$ cat src/rtl/fetch_unit.sv
`default_nettype none
// ============================================================================
// Module      : fetch_unit
// Description : Instruction-fetch stage of the five-stage MIPS pipeline.
//               Owns the fetch PC and issues one outstanding request at a
//               time to instruction memory. Returned words are buffered with
//               their PC+4 in a small prefetch queue. The queue head feeds
//               the IF/ID pipeline register. Hazard stalls and decode-stage
//               redirects are absorbed without losing or duplicating
//               instructions.
// Ports       : clk, rst_n          - clock, async active-low reset
//               stall_f             - hold the head entry (no pop)
//               redirect/redirect_pc- taken branch/jump from decode
//               imem_req/imem_addr  - fetch request, held until imem_ack
//               imem_ack/imem_rdata - memory completion and instruction word
//               instr_f/pc_plus4_f  - head instruction and its PC+4 (0 if idle)
//               valid_f             - head entry is a live instruction
// Revision    : 1.0 - initial release
// ============================================================================
module fetch_unit #(
   parameter logic [31:0] RESET_PC = 32'h0040_0000,
   parameter int          DEPTH    = 2              // 2 or 4
) (
   input  logic        clk,
   input  logic        rst_n,
   input  logic        stall_f,
   input  logic        redirect,
   input  logic [31:0] redirect_pc,
   output logic        imem_req,
   output logic [31:0] imem_addr,
   input  logic        imem_ack,
   input  logic [31:0] imem_rdata,
   output logic [31:0] instr_f,
   output logic [31:0] pc_plus4_f,
   output logic        valid_f
);

   localparam int              c_PTR_W   = $clog2(DEPTH);
   localparam int              c_CNT_W   = $clog2(DEPTH + 1);
   localparam logic [c_CNT_W-1:0] c_DEPTH_CNT = c_CNT_W'(DEPTH);
   localparam logic [c_CNT_W-1:0] c_CNT_ONE   = c_CNT_W'(1);
   localparam logic [c_PTR_W-1:0] c_PTR_ONE   = c_PTR_W'(1);

   typedef enum logic [0:0] {
      ST_RUN  = 1'b0,
      ST_DROP = 1'b1     // waiting out an in-flight request made stale by a redirect
   } state_t;

   state_t               state_q, state_d;
   logic [31:0]          pc_q, pc_d;
   logic [31:0]          hold_q, hold_d;
   logic [c_CNT_W-1:0]   count_q, count_d;
   logic [c_PTR_W-1:0]   rd_ptr_q, rd_ptr_d;
   logic [c_PTR_W-1:0]   wr_ptr_q, wr_ptr_d;
   logic [31:0]          instr_mem_q [DEPTH];
   logic [31:0]          pcp4_mem_q  [DEPTH];

   logic                 w_full;
   logic                 w_push;
   logic                 w_pop;

   // ------------------------------------------------------------------------
   // Request side. A full queue blocks requests even if a pop is happening
   // this cycle, which keeps the request free of any stall_f dependency.
   // ------------------------------------------------------------------------
   assign w_full    = (count_q == c_DEPTH_CNT);
   assign imem_req  = rst_n && ((state_q == ST_DROP) || !w_full);
   assign imem_addr = (state_q == ST_DROP) ? hold_q : pc_q;

   // ------------------------------------------------------------------------
   // Head side. A redirect squashes the head so IF/ID captures a nop.
   // ------------------------------------------------------------------------
   assign valid_f    = (count_q != '0) && !redirect;
   assign instr_f    = valid_f ? instr_mem_q[rd_ptr_q] : 32'd0;
   assign pc_plus4_f = valid_f ? pcp4_mem_q[rd_ptr_q]  : 32'd0;

   assign w_push = (state_q == ST_RUN) && imem_req && imem_ack && !redirect;
   assign w_pop  = valid_f && !stall_f;

   // ------------------------------------------------------------------------
   // Next-state: FSM, fetch PC and held address
   // ------------------------------------------------------------------------
   always_comb begin
      state_d = state_q;
      pc_d    = pc_q;
      hold_d  = hold_q;
      case (state_q)
         ST_RUN: begin
            if (redirect) begin
               pc_d = redirect_pc;
               // Request already on the bus must complete at its own address
               if (imem_req && !imem_ack) begin
                  hold_d  = pc_q;
                  state_d = ST_DROP;
               end
            end else if (w_push) begin
               pc_d = pc_q + 32'd4;
            end
         end
         ST_DROP: begin
            if (redirect) begin
               pc_d = redirect_pc;
            end
            if (imem_ack) begin
               state_d = ST_RUN;
            end
         end
         default: state_d = ST_RUN;
      endcase
   end

   // ------------------------------------------------------------------------
   // Next-state: queue occupancy and pointers
   // ------------------------------------------------------------------------
   always_comb begin
      count_d  = count_q;
      rd_ptr_d = rd_ptr_q;
      wr_ptr_d = wr_ptr_q;
      if (redirect) begin
         count_d  = '0;
         rd_ptr_d = '0;
         wr_ptr_d = '0;
      end else begin
         if (w_push && !w_pop) begin
            count_d = count_q + c_CNT_ONE;
         end else if (!w_push && w_pop) begin
            count_d = count_q - c_CNT_ONE;
         end
         if (w_push) begin
            wr_ptr_d = wr_ptr_q + c_PTR_ONE;
         end
         if (w_pop) begin
            rd_ptr_d = rd_ptr_q + c_PTR_ONE;
         end
      end
   end

   // ------------------------------------------------------------------------
   // State registers
   // ------------------------------------------------------------------------
   always_ff @(posedge clk or negedge rst_n) begin
      if (!rst_n) begin
         state_q  <= ST_RUN;
         pc_q     <= RESET_PC;
         hold_q   <= 32'd0;
         count_q  <= '0;
         rd_ptr_q <= '0;
         wr_ptr_q <= '0;
      end else begin
         state_q  <= state_d;
         pc_q     <= pc_d;
         hold_q   <= hold_d;
         count_q  <= count_d;
         rd_ptr_q <= rd_ptr_d;
         wr_ptr_q <= wr_ptr_d;
      end
   end

   // Queue storage needs no reset: entries are only visible when counted.
   always_ff @(posedge clk) begin
      if (w_push) begin
         instr_mem_q[wr_ptr_q] <= imem_rdata;
         pcp4_mem_q[wr_ptr_q]  <= pc_q + 32'd4;
      end
   end

endmodule
`default_nettype wire

$ cat config.mk
export PLATFORM = sky130hd
export DESIGN_NAME = fetch_unit
export DESIGN_NICKNAME = d
export VERILOG_FILES = /design/src/rtl/fetch_unit.sv
export SDC_FILE = /design/constraint.sdc
export NUM_CORES = 1
export LEC_CHECK = 0
export ABC_AREA = 0
export CAP_MARGIN = 20
export CELL_PAD_IN_SITES_DETAIL_PLACEMENT = 1
export CELL_PAD_IN_SITES_GLOBAL_PLACEMENT = 1
export CORE_ASPECT_RATIO = 0.8
export CORE_UTILIZATION = 45
export CTS_BUF_LIST = sky130_fd_sc_hd__clkbuf_16
export DETAILED_ROUTE_END_ITERATION = 10
export GPL_TIMING_DRIVEN = 0
export PLACE_DENSITY = 0.93
export SLEW_MARGIN = 0
export SYNTH_ARGS = -nofsm -noshare
export SYNTH_HDL_FRONTEND = slang
export SYNTH_SLANG_ARGS = --single-unit
$ cat constraint.sdc
create_clock -name clk -period 10 [get_ports clk]
set_input_delay 2 -clock clk [delete_from_list [all_inputs] [get_ports clk]]
set_output_delay 2 -clock clk [all_outputs]
set_load 0.01 [all_outputs]
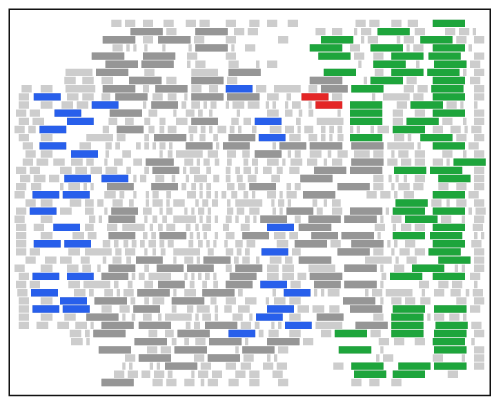
*Where the registers sit*
Drawn at 3 px/um. Other sequential cells in the stronger grey, the rest of the logic in the fainter grey.
instr_mem_q -> green  # flops 64, where a vertical strip on the right
hold_q -> blue  # flops 32
count_q -> red  # flops 2

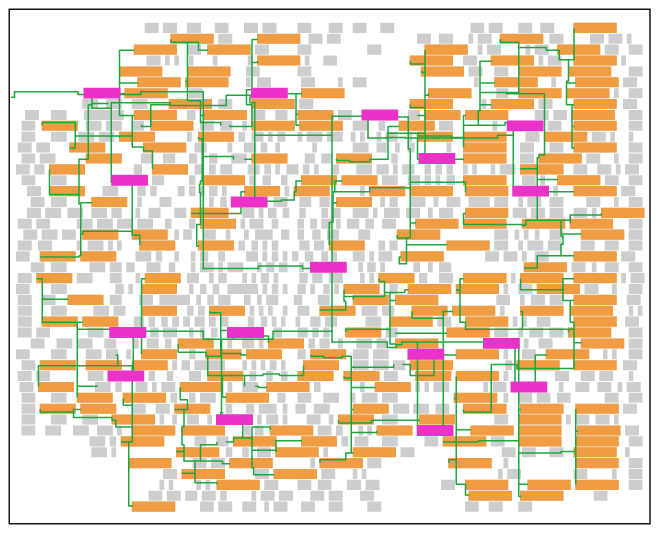
*Routed clock nets over the placement*
Drawn at 4 px/um.
clock wires -> green  # length 2310 um
cells driving clock nets -> magenta  # count 17
flip-flops -> orange  # count 197
routed clock nets = 18
power in the clock group: 666 uW
worst skew pair latency: 450 ps
Worst Clk Skew: 9.705 ps

==> results_slide.txt <==
Key Metrics from the Run

Outcome
  – Run status: finished, final reports clean

Finish
  – Clock buf/inv share: 0.04811
  – Sequential cell area: 5572 sq um
  – Largest cell class: flip-flops and latches
  – Buffering overhead: 0.1706
  – Share of post-route cells with drive strength above 1: 0.1408
  – Signal inverters: 4
  – Logic area: 3153 sq um
  – Finished layout cell area: 11600 sq um
  – Non-Filler Instances: 1160
  – Final net count: 959

Worst setup path
  – Crit-path cells: clkbuf_1 > inv_1 > o21ai_0 > clkbuf_1 > buf_1 > nor2_1 > clkdlybuf4s50_1
  – Crit path largest cell delay: 540 ps
  – Critical Path Source Type: primary input
  – Critical Path Stages: 7
  – CP Max Fanout: 10
  – Setup crit end: pc_plus4_f[14]
  – Arrival time at the worst endpoint: 4520 ps
  – CP max-delay cell: clkbuf_1
  – Critical Path Sink Type: output pin
  – Crit-path leading delay family: buffers and inverters
  – Worst setup startpoint: redirect
  – R2r endpoint: pcp4_mem_q[1][12]
  – R2R cell count: 5
  – Most frequent CP cell: clkbuf_1

Pwr
  – Net Sw Frac: 0.2816
  – Comb pwr share: 0.195
  – Pint: 1.484 mW
  – VDD IR-drop max: 0.1019 mV
  – Reg power frac: 0.483
  – Lkg Pwr: 4.018 nW
  – PD cells: 178.1 nW/um^2

Yosys
  – Ao+oa area frac: 0.05444
  – Ys cells: 698
  – XOR Share, Synth: 0.03224
  – Number of enable flip-flop cells: 128
  – Post-synth seq share: 0.6216
  – Synth Cell Area: 8964 sq um
  – Chip Area, Yosys: 8964 sq um
  – Mux cell area share: 0.1530
  – Area leader share: 0.4288
  – Cell area leaders: edfxtp_1 (43%), dfrtp_1 (19%), mux2_2 (8.0%), mux2i_1 (7.3%), nor2_1 (3.9%)
  – Syn Inst Count: 698
  – Distinct lib cells used: 50
  – And+or+nand+nor area frac: 0.1096
  – Dominant comb cell: multiplexers
  – Adder share: 0.001396

STA
  – WHS: 506.3 ps
  – Tightest Pin Transition: 928.6 ps
  – Hold Violations, Final: 0
  – TNS Setup: 0 ps
  – RSZ-0062 raised after global routing: no
  – Fmax: 153.4 MHz
  – Max-slew violation count: 0
  – Post-route clock period utilization: 0.6520
  – Final setup fails: 0

Clock tree
  – Max H-tree Level: 4
  – Post-cts resize count: 0
  – Root Driver: clkbuf_16
  – TritonCTS clock tree: yes
  – Clock-pin slew on the worst setup and hold paths: 70 ps
  – Cts-stage hold buffer count: 0
  – Setup bufs post-CTS: 0

Die
  – Die span in x: 159.8 um
  – Init Core Util: 0.4655
  – I/O pin total: 167
  – Core Footprint: 19260 sq um
  – Die footprint: 20490 sq um

Placement
  – Input/output buffers: 165
  – DP Area: 11040 sq um

Detailed routing
  – Wire per inst: 21.33 um
  – DR iter-0 viols: 452
  – Drt pass-1 iters: 5
  – Detailed-route vias per instance: 5.502
  – Wirelength, routed: 24750 um
  – DRC: 0

Global routing
  – First-pass GRT wire length: 38260 um
  – Antenna violations before repair: 0
  – GRT Total Usage: 0.2517
cell usage after synthesis, drive strengths merged, types with 2 or more instances:
master   number
o2bb2ai       2
nand3b        4
and2          2
o2bb2a        3
dfrtp        68
inv           4
o21ai        25
and3          7
or4           3
o22ai         8
clkbuf       31
nor4          8
or3           2
mux2         64
nand4        10
edfxtp      128
o21a          2
xnor2        24
nand3        22
nor3          8
a221o         2
nor2         93
xor2          9
a22oi         7
and4          3
a2bb2oi       5
a21oi        17
a31oi         5
buf          26
nand2        34
mux2i        65
per-layer routing:
| metal | wire, um | GRT usage | up-vias |
|---|---|---|---|
| li1 | - | - | 2924 |
| met1 | 10650 | 0.3225 | 3218 |
| met2 | 12250 | 0.4228 | 214 |
| met3 | 1515 | 0.06470 | 26 |
| met4 | 333 | 0.07563 | 0 |
| met5 | 0 | 0 | - |
flip-flops by register name, summed over array words and instances, names as in the netlist:
signal,flops
state_q,1
count_q,2
wr_ptr_q,1
pc_q,32
rd_ptr_q,1
instr_mem_q,64
hold_q,32
pcp4_mem_q,64
worst min path at each step:
stage / start / end / slack [ps] / depth (start not counted)
3_3_place_gp: hold_q[2] / hold_q[2] / 460 / 2
2_1_floorplan: hold_q[2] / hold_q[2] / 450 / 2
6_report: hold_q[16] / hold_q[16] / 510 / 1
5_1_grt: hold_q[21] / hold_q[21] / 520 / 1
3_5_place_dp: hold_q[31] / hold_q[31] / 490 / 1
4_1_cts: hold_q[13] / hold_q[13] / 510 / 1
power groups by stage:
stage	sequential [mW]	combinational, mW	clock [mW]
2_1_floorplan	0.999	0.228	0
3_3_place_gp	1.01	0.377	0
3_5_place_dp	1.01	0.397	0
4_1_cts	0.997	0.405	0.673
5_1_grt	1.01	0.432	0.707
6_report	0.997	0.403	0.666
No activity file was given, so power comes from the tool's default toggle rates.
